==> config.mk <==
export PLATFORM = sky130hd
export DESIGN_NAME = monopix_readout_tx
export DESIGN_NICKNAME = d
export VERILOG_FILES = /design/src/rtl/monopix_pkg.sv /design/src/rtl/monopix_tx_fifo.sv /design/src/rtl/monopix_readout_tx.sv
export SDC_FILE = /design/constraint.sdc
export NUM_CORES = 1
export LEC_CHECK = 0
export CAP_MARGIN = 20
export CORE_ASPECT_RATIO = 0.75
export CORE_MARGIN = 3
export CORE_UTILIZATION = 55
export CTS_BUF_LIST = sky130_fd_sc_hd__clkbuf_16
export CTS_CLUSTER_SIZE = 20
export DETAILED_ROUTE_END_ITERATION = 8
export GPL_ROUTABILITY_DRIVEN = 0
export GPL_TIMING_DRIVEN = 0
export HOLD_SLACK_MARGIN = 0.03
export PLACE_DENSITY_LB_ADDON = 0.08
export SLEW_MARGIN = 15
export SYNTH_ARGS = -nofsm -noshare
export SYNTH_HDL_FRONTEND = slang
export SYNTH_SLANG_ARGS = --single-unit
==> constraint.sdc <==
create_clock -name CLK -period 4.6 [get_ports CLK]
set_clock_uncertainty 0.1 [all_clocks]
set_input_delay 1.15 -clock CLK [delete_from_list [all_inputs] [get_ports CLK]]
set_output_delay 1.15 -clock CLK [all_outputs]
set_load 0.01 [all_outputs]
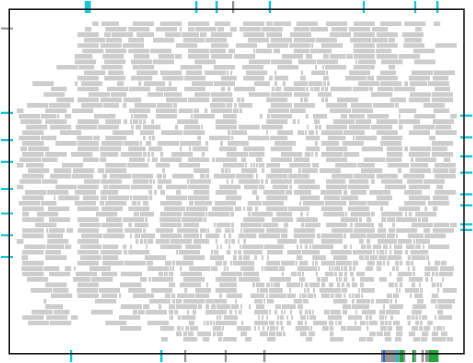
*I/O pins on the die edge, run 1*
Scale: 2 px per um. Pins as bars across the die edge, other pins in grey.
[green] LOST_CNT | pins: 8 | direction: output | edge: south
[blue] EN | pins: 1 | direction: input | edge: south
[cyan] HIT_DATA | pins: 27 | direction: input | edge: 9 north, 8 east, 7 west, 3 south
all pins by edge: 28 south, 10 north, 8 west, 8 east
Chip Width: 226.6 um
number of port buffers: 53
Die Ht: 171.4 um

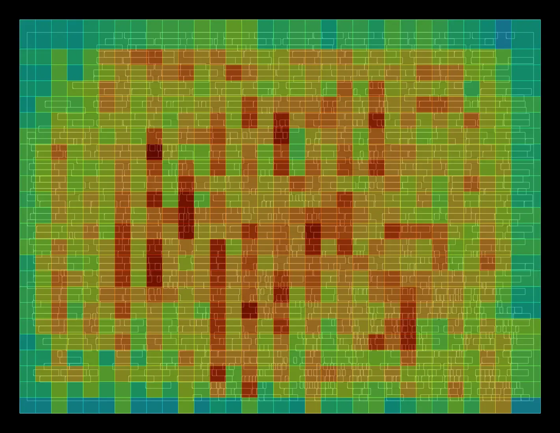
*Routing congestion, run 1*
post-DR wirelength/cell: 25.52 um
grt met3 use: 4.538%
GR Util met2: 34.42%
gr usage total: 23.75%
GRT Max-Usage Layer: met1

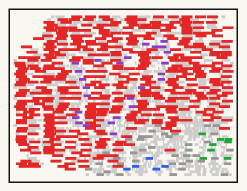
*Register map, names as in the netlist, run 1*
Scale: 1 px per um. Other sequential cells in the stronger grey, the rest of the logic in the fainter grey.
[green] LOST_CNT | placed flops: 8 | where: south-east
[red] u_fifo.mem | placed flops: 432 | where: widely spread
[blue] frozen_q | placed flops: 5 | where: south
[purple] shift_q | placed flops: 26
not coloured: 40
Final Util: 65.77%
P_seq: 5200 uW
Seq area share: 62.58%

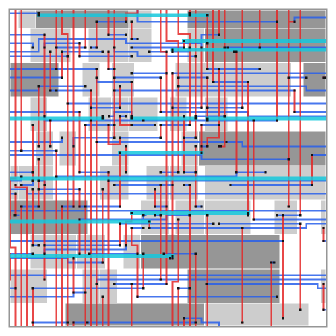
*Close-up of the layout, run 1*
Region (101, 39) to (126, 64) um. Cells in grey, sequential cells in the stronger grey; small squares are vias.
[cyan] M3
[red] M2
[blue] M1
sequential cells in the window: 9
most frequent: clkbuf_1 (11), edfxtp_1 (5), dfxtp_1 (4)
cells with their middle in the window: 44

==> results.toml, run 1 <==
# synthesis and place-and-route metrics
[critical_path]
path_max_fanout = 10
path_depth = 9
start_kind = "input port"
critPathBufInv = 7
worstSetupPathType = "input port to register"
crit_top_cell = "buf_4"
r2r_cells = 11

[clock_network]
clkTransAtPathRegs_ns = 0.06
clk_latency_ns = 0.56
postCtsSetupRepairBufs = 0
cts_hold_buf = 0
ctsResizeCount = 0
cts_tree = "yes"

[detailed_routing]
vias = 10854
ant_nets = 0
drt-total-wl_mm = 44.86
viasPerCell = 6.174
firstDrtPassIters = 5
drtIter0Drc = 1001

[cells_and_area]
fill_cells = 2440
final_net_count = 1319
antenna_cells = 0
layout-drive-gt1-share_pct = 19.37

[synthesis]
netlist_area_um2 = 20070
syn_inst = 1129
yosysUniqueCellTypes = 54
ff_type = "edfxtp_1"
yosys.stat.seqShare_pct = 72.51
syn-num-nets = 1182
ys_warn_count = 0
top_area_cell = "edfxtp_1"
synth.most_common_cell = "edfxtp_1"

[pwr]
powerDensity_nw_per_um2 = 437.1
power.switching_uw = 2308
p_comb_share_pct = 10.4
pwr-share-clk_pct = 38.5
p_seq_share_pct = 51.2
vdd_drop_max_mv = 0.3178

[hold_path]
min_path_type = "register to register"

[timing]
finalSetupTns_ns = 0
max_freq_mhz = 267.7
setup_viol = 0

[die]
coreArea_um2 = 35360
initial_core_util_pct = 56.76

[global_routing]
grt_use_met1_pct = 37.61
grt_overflow_total = 0
grt_pass1_wl_mm = 67.75

[status]
status = "finished clean"

[run]
tool_warnings = 37
run 1: power by group through the flow:
stage	sequential, uW	clock [uW]	combinational, uW
finish	5200	3910	1060
global route	5210	4150	1160
CTS	5200	3970	1060
detailed placement	5300	0	1050
global placement	5300	0	1020
floorplan	5280	0	717
run 1: per-layer routing:
| metal | share of wire, % | vias up |
|---|---|---|
| li1 | - | 4765 |
| met1 | 46 | 5581 |
| met2 | 44 | 439 |
| met3 | 8.5 | 69 |
| met4 | 2.0 | 0 |
| met5 | 0 | - |
run 1: cell families after synthesis:
group,synth area share [%]
DFF,72.51
and+or+nand+nor,5.604
muxes,13.87
AOI/OAI and AO/OA,3.840
buffers and inverters,1.708
xor gates and xnor gates,1.222
adders and majority gates,1.247
run 1: cell type report:
cell class	count	area, um2	area share [%]
Sequential cell	511	14550	62.58
Clock buffer	49	1226	5.272
Timing Repair Buffer	88	1011	4.347
Tap cell	457	571.8	2.459
Multi-Input combinational cell	533	5240	22.53
Buffer	64	264.0	1.135
Clock inverter	35	311.5	1.340
Inverter	21	78.83	0.3389
run 1: layout by cell type (no fill, tap or decap), types with 5 or more instances in the layout:
| master | instances |
|---|---|
| o21ai_1 | 8 |
| inv_1 | 28 |
| clkbuf_1 | 40 |
| nor2_1 | 44 |
| or3_1 | 6 |
| buf_16 | 12 |
| xor2_1 | 5 |
| o21ai_0 | 6 |
| dfxtp_1 | 79 |
| o22ai_1 | 26 |
| nor3_1 | 36 |
| mux2i_1 | 43 |
| ha_1 | 20 |
| and2_2 | 8 |
| clkinv_2 | 14 |
| xnor2_1 | 23 |
| buf_2 | 27 |
| nand3b_1 | 5 |
| clkdlybuf4s50_1 | 53 |
| nand4_1 | 9 |
| nand2_1 | 48 |
| nor2b_1 | 8 |
| clkinv_1 | 5 |
| mux4_2 | 104 |
| edfxtp_1 | 432 |
| clkbuf_16 | 49 |
| nor3b_1 | 5 |
| a22o_1 | 25 |
| a21oi_1 | 40 |
| buf_4 | 14 |
| bufinv_16 | 6 |
| buf_1 | 5 |
| nand3_1 | 12 |
run 1: per-stage QoR:
stage	setup WS [ns]	hold slack (ns)	area [um2]
final	0.8640	0.3823	23260
after global routing	0.6828	0.3895	23260
after CTS	0.8591	0.3833	23260
after detailed placement	0.2808	0.3587	21720
after global placement	-4.312	0.3604	21170
after floorplan	-0.2866	0.3425	20070
## Run 2: what changed since run 1
Clock period 4.6 ns to 3.45 ns, I/O delays scaled along.
==> results.toml, run 2 <==
# synthesis and place-and-route metrics
[critical_path]
start_kind = "register"
r2r_cells = 7
path_max_fanout = 16
critPathRequiredTime_ns = 3.66
reg2reg_slack_ns = 0.1
worstSetupPathType = "register to register"
crit_path_end_kind = "register"

[clock_network]
cts_tree = "yes"
cts_sinks = 511
cts_inserted_buffers = 47
cts_hold_buf = 0
cts_max_path_buffers = 3
clk_latency_ns = 0.57
htree_levels = 2
clkTransAtPathRegs_ns = 0.07

[synthesis]
yosys.stat.seqShare_pct = 72.51
ff_type = "edfxtp_1"
netlist_area_um2 = 20070
ys_warn_count = 0
yosysUniqueCellTypes = 54
top_area_share_pct = 64.63
syn_inst = 1129
enable_flop_cells = 432
syn-num-nets = 1182
synth.most_common_cell = "edfxtp_1"
ys_cells = 1129
top_area_cell = "edfxtp_1"
yosys-top-cells-count = "edfxtp_1, mux4_2, dfxtp_1, nand2_1, nor2_1"
area_leaders = "edfxtp_1, mux4_2, dfxtp_1, mux2i_1, ha_1"

[global_routing]
grt_use_met1_pct = 37.53
grt_start_max_net_pins = 20
antenna_found_initial = 0
use_met2_pct = 34.82
grt_pass1_wl_mm = 67.38
grt_overflow_total = 0
use_met3_pct = 4.402
grt_usage_pct = 23.77
grt_pass1_vias = 10605
top_usage_layer = "met1"

[pwr]
internal-power_uw = 10330
switching_share_pct = 23.18
vdd_drop_max_mv = 0.5645
p_seq_share_pct = 51.5
power.switching_uw = 3119
powerDensity_nw_per_um2 = 577.5
pwr-share-clk_pct = 37.7
p_comb_share_pct = 10.7

[timing]
final_max_slew_viol_count = 0
layout_min_cycle_time_ns = 3.350
hold_ws_ns = 0.3832
setup_viol = 0
slew_headroom_pct = 31.10
max_freq_mhz = 298.5
finalHoldViolations = 0
worst_pin_slew_ns = 1.033

[detailed_routing]
viasPerCell = 6.211
drtIter0Drc = 1139
route.detailed.drc = 0
firstDrtPassIters = 5
ant_nets = 0
detail_route.wl_per_cell_um = 25.76
drt-total-wl_mm = 45.07
vias = 10869

[hold_path]
min_path_cells = 1
min_path_type = "register to register"

[die]
coreArea_um2 = 35360
initial_core_util_pct = 56.76
dieArea_um2 = 38850
die_y_um = 171.4
placementRows = 59
die_x_um = 226.6

[run]
tool_warnings = 38

[cells_and_area]
antenna_cells = 0
lay_top_cells = "edfxtp_1, mux4_2, dfxtp_1, clkdlybuf4s50_1, clkbuf_16"
layout-drive-gt1-share_pct = 18.87
final_net_count = 1312
largest_register_ffs = 432
layout_top_cell = "edfxtp_1"

[placement]
dp_hpwl_mm = 29.47
port_buffers = 53

[status]
status = "finished clean"
## run 2: cells by family after synthesis
| group | count (synthesis) | synth area share [%] |
|---|---|---|
| compound gates | 120 | 3.840 |
| fa+ha+maj | 20 | 1.247 |
| xor+xnor | 28 | 1.222 |
| mux | 148 | 13.87 |
| flops | 511 | 72.51 |
| simple gates | 217 | 5.604 |
| buf+inv | 85 | 1.708 |
## run 2: per-layer routing
layer / part of all wire [%] / routed length, um / vias up
met1: 46 / 20620 / 5644
met3: 8.1 / 3661 / 62
met4: 1.9 / 878 / 0
li1: - / - / 4766
met2: 44 / 19920 / 397
met5: 0 / 0 / -
## run 2: area by class of cell
cell class              count  area, um2
clock inverters            34      262.8
repair buffers             81       1040
well taps                 457      571.8
plain buffers              64      264.0
inverters                  21      78.83
multi-input cells         533       5300
clock buffers              49       1226
flip-flops and latches    511      14550
fillers                  2394      12060
## run 2: power by group through the flow
stage / Combinational (uW) / Clock (uW) / Sequential (uW)
4_1_cts: 1440 / 5170 / 6930
2_1_floorplan: 958 / 0 / 7040
3_3_place_gp: 1380 / 0 / 7070
6_report: 1440 / 5080 / 6930
3_5_place_dp: 1430 / 0 / 7060
5_1_grt: 1580 / 5410 / 6950
## run 2: worst max-delay path: stages, from the launching register on
cell       delay [ns]
dfxtp_1          0.40
inv_1            0.19
ha_1             0.21
nor4b_2          0.59
nor2_4           0.15
o2111ai_1        0.86
nor2_4           0.30
buf_16           0.27
## run 2: per-stage QoR
| stage | power [uW] | instances | instance area, um2 | TNS [ns] | setup slack [ns] |
|---|---|---|---|---|---|
| 3_3_place_gp | 8441 | 1639 | 21200 | -691.31 | -2.679 |
| 2_1_floorplan | 8002 | 1129 | 20100 | -6.011 | -0.05565 |
| 4_1_cts | 13540 | 1746 | 23220 | -1.574 | -0.06592 |
| 5_1_grt | 13930 | 1750 | 23300 | -0.04343 | -0.007091 |
| 6_report | 13450 | 1750 | 23300 | 0 | 0.09974 |
| 3_5_place_dp | 8493 | 1663 | 21730 | -69.53 | -0.3943 |
## run 2: timing repair
| action | CTS | global route |
|---|---|---|
| buffers inserted | 0 | 4 |
| setup endpoints to repair | 44 | 258 |
| gates resized | 1 | 10 |
| pin swaps | 0 | 1 |
| cloned | 0 | 0 |
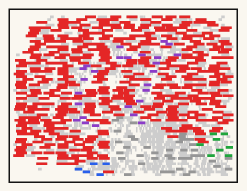
*Register map, names as in the netlist, run 2*
Scale: 1 px per um. Other sequential cells in the stronger grey, the rest of the logic in the fainter grey.
[red] u_fifo.mem | placed flops: 432 | where: widely spread
[purple] shift_q | placed flops: 26
[green] LOST_CNT | placed flops: 8 | where: south-east
[blue] frozen_q | placed flops: 5
not coloured: 40
P_seq: 6930 uW
Final Util: 65.89%
Flop area: 14,550 um2
Seq area share: 62.47%

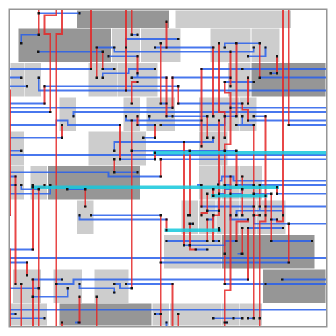
*Close-up of the layout, run 2*
Region (101, 39) to (126, 64) um. Cells in grey, sequential cells in the stronger grey; small squares are vias.
[blue] M1
[cyan] M3
[red] M2
cells with their middle in the window: 44
most frequent: dfxtp_1 (7), nor2_1 (5)
sequential cells in the window: 7

Power is estimated from default activity; no workload was simulated.
